Fig. 1: run 1, cell classes on the final placement
Scale: 2 px per um.
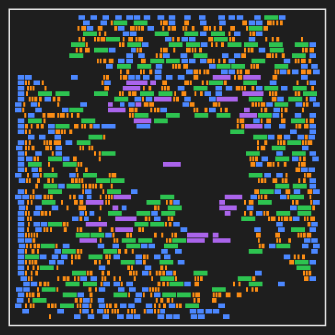
Fig. 2: run 1, cell outlines without signal wires
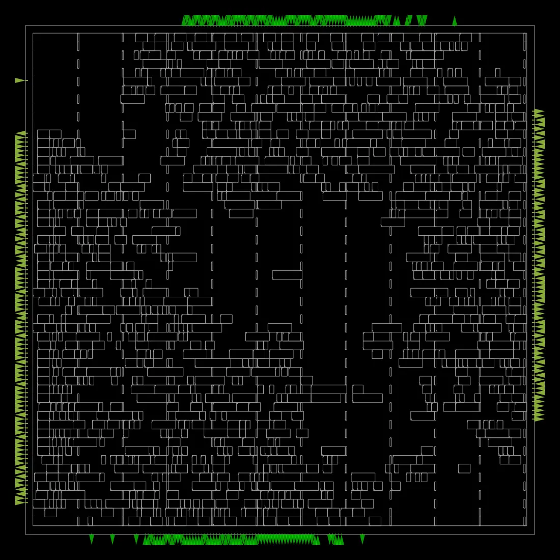
Fig. 3: run 1, cell density map
Scale: 2 px per um. The die is cut into 16 by 16 equal tiles; dark blue is low, red is high, 0 to 100% covered.
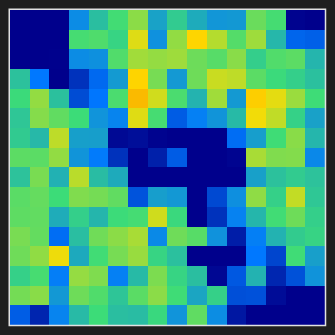
Fig. 4: run 1, met1 routing
Scale: 3 px per um. Supply wires on this layer in gray. Cells faint in the background.
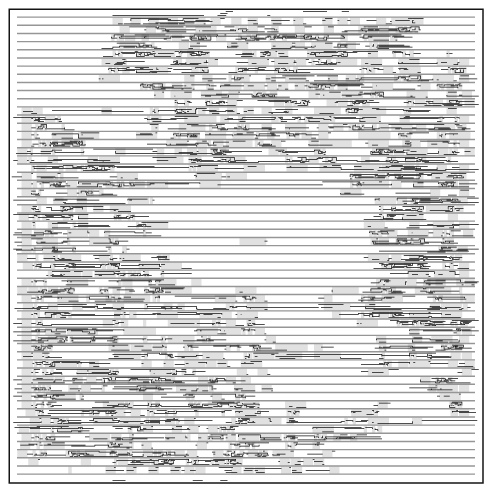
==> config.mk <==
export PLATFORM = sky130hd
export DESIGN_NAME = pcpi_m_router
export DESIGN_NICKNAME = d
export VERILOG_FILES = /design/src/rtl/pcpi_m_router.sv
export SDC_FILE = /design/constraint.sdc
export NUM_CORES = 1
export LEC_CHECK = 0
export ABC_AREA = 1
export CAP_MARGIN = 20
export CORE_MARGIN = 2
export CORE_UTILIZATION = 25
export CTS_CLUSTER_DIAMETER = 120
export DETAILED_ROUTE_END_ITERATION = 7
export GPL_TIMING_DRIVEN = 1
export PLACE_DENSITY = 0.58
export SLEW_MARGIN = 10
export SYNTH_ARGS = -nofsm -noshare
export SYNTH_HDL_FRONTEND = slang
export SYNTH_SLANG_ARGS = --single-unit
==> constraint.sdc <==
create_clock -name clk -period 3.79 [get_ports clk]
set_input_delay 0.758 -clock clk [delete_from_list [all_inputs] [get_ports clk]]
set_output_delay 0.758 -clock clk [all_outputs]
set_load 0.1 [all_outputs]
==> flow_summary_export.csv <==
group,metric,value,unit
sta,layout_setup_ws,1.065,ns
sta,fmax,367.0,MHz
power_and_ir_drop,ir_drop,0.0002715,V
sta,hold_ws,0.4317,ns
hold_path,hold_path.class,"reg -> reg",
logic_synthesis,most_common_cell,"nand2_1",
layout,inverters,25,
critical_path,cp.depth,1,
grt,grt_pass1_vias,5615,
critical_path,worstSetupPathType,"reg -> out",
logic_synthesis,ys_seq_elements,135,
flow_run,openroad.warnings,28,
run_status,status,"completed",
logic_synthesis,synthArstFlopShare,0,%
die,die_h,157.4,um
sta,rsz0062_at_grt,"false",
logic_synthesis,yosysSeqAreaShare,45.93,%
power_and_ir_drop,power_density,369.5,nW/um^2
layout,syn2layout_area_growth,65.64,%
logic_synthesis,synthesis.area,5884,um^2
layout,comb_share,28.31,%
critical_path,cp-end-kind,"primary output",
die,dieArea,24780,um^2
sta,setup_tns,0,ns
logic_synthesis,synth-edff-count,0,
place,dp.cells,1380,
power_and_ir_drop,finalPower,0.003601,W
critical_path,crit_slowest_cell,"clkdlybuf4s50_1",
place,dp_hpwl,13440,um
logic_synthesis,yosysTopAreaCellShare,45.93,%
logic_synthesis,synthCells,816,
critical_path,rr_worst_depth,7,
cts,cts_buffer_depth,2,
sta,tightest_slew,1.078,ns
logic_synthesis,floorplan.nets,985,
grt,gr-total-overflow,0,
power_and_ir_drop,p_leak,3.671,nW
layout,buffer_area_share,31.99,%
grt,grt_pass1_wl,29830,um
routing,drt-initial-drc-count,366,
critical_path,slowest_delay,1.20,ns
layout,fillers,2397,
critical_path,crit_fanout,2,
routing,avgViaCountPerCell,4.280,
layout,flops,135,
die,ios,303,
layout,layout_top_cell,"clkdlybuf4s50_1",
routing,wl_met1,8381,um
layout,n_clock_buffer,17,
logic_synthesis,flop_cell,"dfxtp_1",
cts,tritoncts,"built",
cts,clock_latency,0.42,ns
sta,finalHoldViolCount,0,
critical_path,start_kind,"flip-flop",
layout,signal_buffers,312,
layout,drive_gt1_share,4.579,%
sta,maxSlewViolCount,0,
routing,wl_met2,9050,um
cts,post_cts_buffers,0,
sta,period_used_share,71.90,%
layout,layout_top_cells,"clkdlybuf4s50_1 (300), nand2_1 (235), dfxtp_1 (135)",
logic_synthesis,synthTopCellsByArea,"dfxtp_1 (46%), nand2_1 (15%), nand3b_1 (10%)",
logic_synthesis,ys_warn_count,0,
layout,clock_area_share,6.919,%
grt,use_met3,5.727,%
flow_run,cap_violations,0,
cts,numCtsBuffers,17,
grt,grt_max_degree,156,
place,place_congestion,0.7612,
logic_synthesis,synthTopCellsByCount,"nand2_1 (235), dfxtp_1 (135), a21oi_1 (122), nor2_1 (98), nand3b_1 (82)",
place,portBuffers,301,
critical_path,arrival,1.97,ns
sta,slew_headroom,27.88,%
cts,cts_sinks,135,
critical_path,path_delay_family,"buffers and inverters",
routing,drc,0,
hold_path,whs_path_depth,2,
routing,dr.pass1.iters,6,
logic_synthesis,syn_area_per_cell,7.211,um^2
routing,met3WireLength,1668,um
critical_path,crit_path_cell_trace,"clkdlybuf4s50_1",
layout,seq_area,2703,um^2
grt,grt_usage,15.22,%
grt,use_met2,24.60,%
die,die_w,157.4,um
critical_path,r2r_slack,1.60,ns
layout,diodes,0,
cts,root_buffer,"clkbuf_16",
cts,cts-hold-fix-buffers,0,
logic_synthesis,ys_area,5884,um^2
place,place_ws,0.8017,ns
logic_synthesis,yosys.area.top_type,"dfxtp_1",
cts,clkSlewWorstSetupHoldPaths,0.06,ns
routing,top_layer_used,"met4",
layout,comb_area,2759,um^2
critical_path,critPathRequiredTime,3.03,ns
grt,top_usage_layer,"met2",
logic_synthesis,ys_types,17,
grt,antenna_found_initial,0,
layout,layout.cells.non_filler,1411,
layout,largest_cell_class,"buffers",
logic_synthesis,ys_cells,816,
cts,ctsResizeCount,0,
layout,nets,1249,
sta,clock_skew,0.01090,ns
routing,wl_per_cell,13.89,um
routing,drtAntennaViolNets,0,
sta,setup-violations-final,0,
layout,comb_cells,589,
cts,cts_htree_levels,4,
critical_path,crit_buf_inv,1,
sta,finalCriticalPeriod,2.725,ns
## Picture notes: Fig. 1
legend:
  purple:
    class: clock drivers and dummy loads
    cells: 31
  blue:
    class: remaining buffers and delay cells
    cells: 312
  green:
    class: sequential cells
    cells: 135
  orange:
    class: combinational and other logic
    cells: 614
core area: 23260 um^2
sequential cell area share: 27.73%
fin util: 41.90%

## Picture notes: Fig. 2
FP Rows: 56
Tap Count: 319

## Picture notes: Fig. 3
mean over tiles: 38%
densest ninth of the die: top middle
fullest tile: 79%
tiles over 75% full: 1.6%
emptiest ninth of the die: middle
Pre-Place Util: 25.30%

## Picture notes: Fig. 4
wire length on this layer: 8380 um
share of all routed wire: 43%
main direction: horizontal
final wirelength: 19590 um
Via Count: 6039
grt met1 use: 18.20%

==> run 1: power breakdown <==
part | total, W | internal [W] | switching, W
sequential | 0.00142 | 0.00142 | 0.0000000265
combinational | 0.000272 | 0.000184 | 0.0000879
clock | 0.00191 | 0.00124 | 0.000671
==> run 1: logic make-up after synthesis <==
logic type / after synthesis / share of synthesized area (%)
DFF: 135 / 45.93
buffers and inverters: 92 / 7.187
other: 1 / 0.06373
AOI/OAI and AO/OA: 122 / 10.38
and+or+nand+nor: 466 / 36.44
==> run 1: metrics by stage <==
| stage | cell area (um^2) | util (%) |
|---|---|---|
| 2_1_floorplan | 5884 | - |
| 3_3_place_gp | 9072 | 39.00 |
| 3_5_place_dp | 9072 | 39.00 |
| 4_1_cts | 9747 | 41.90 |
| 5_1_grt | 9747 | 41.90 |
| 6_report | 9747 | 41.90 |
Power is estimated from default activity; no workload was simulated.
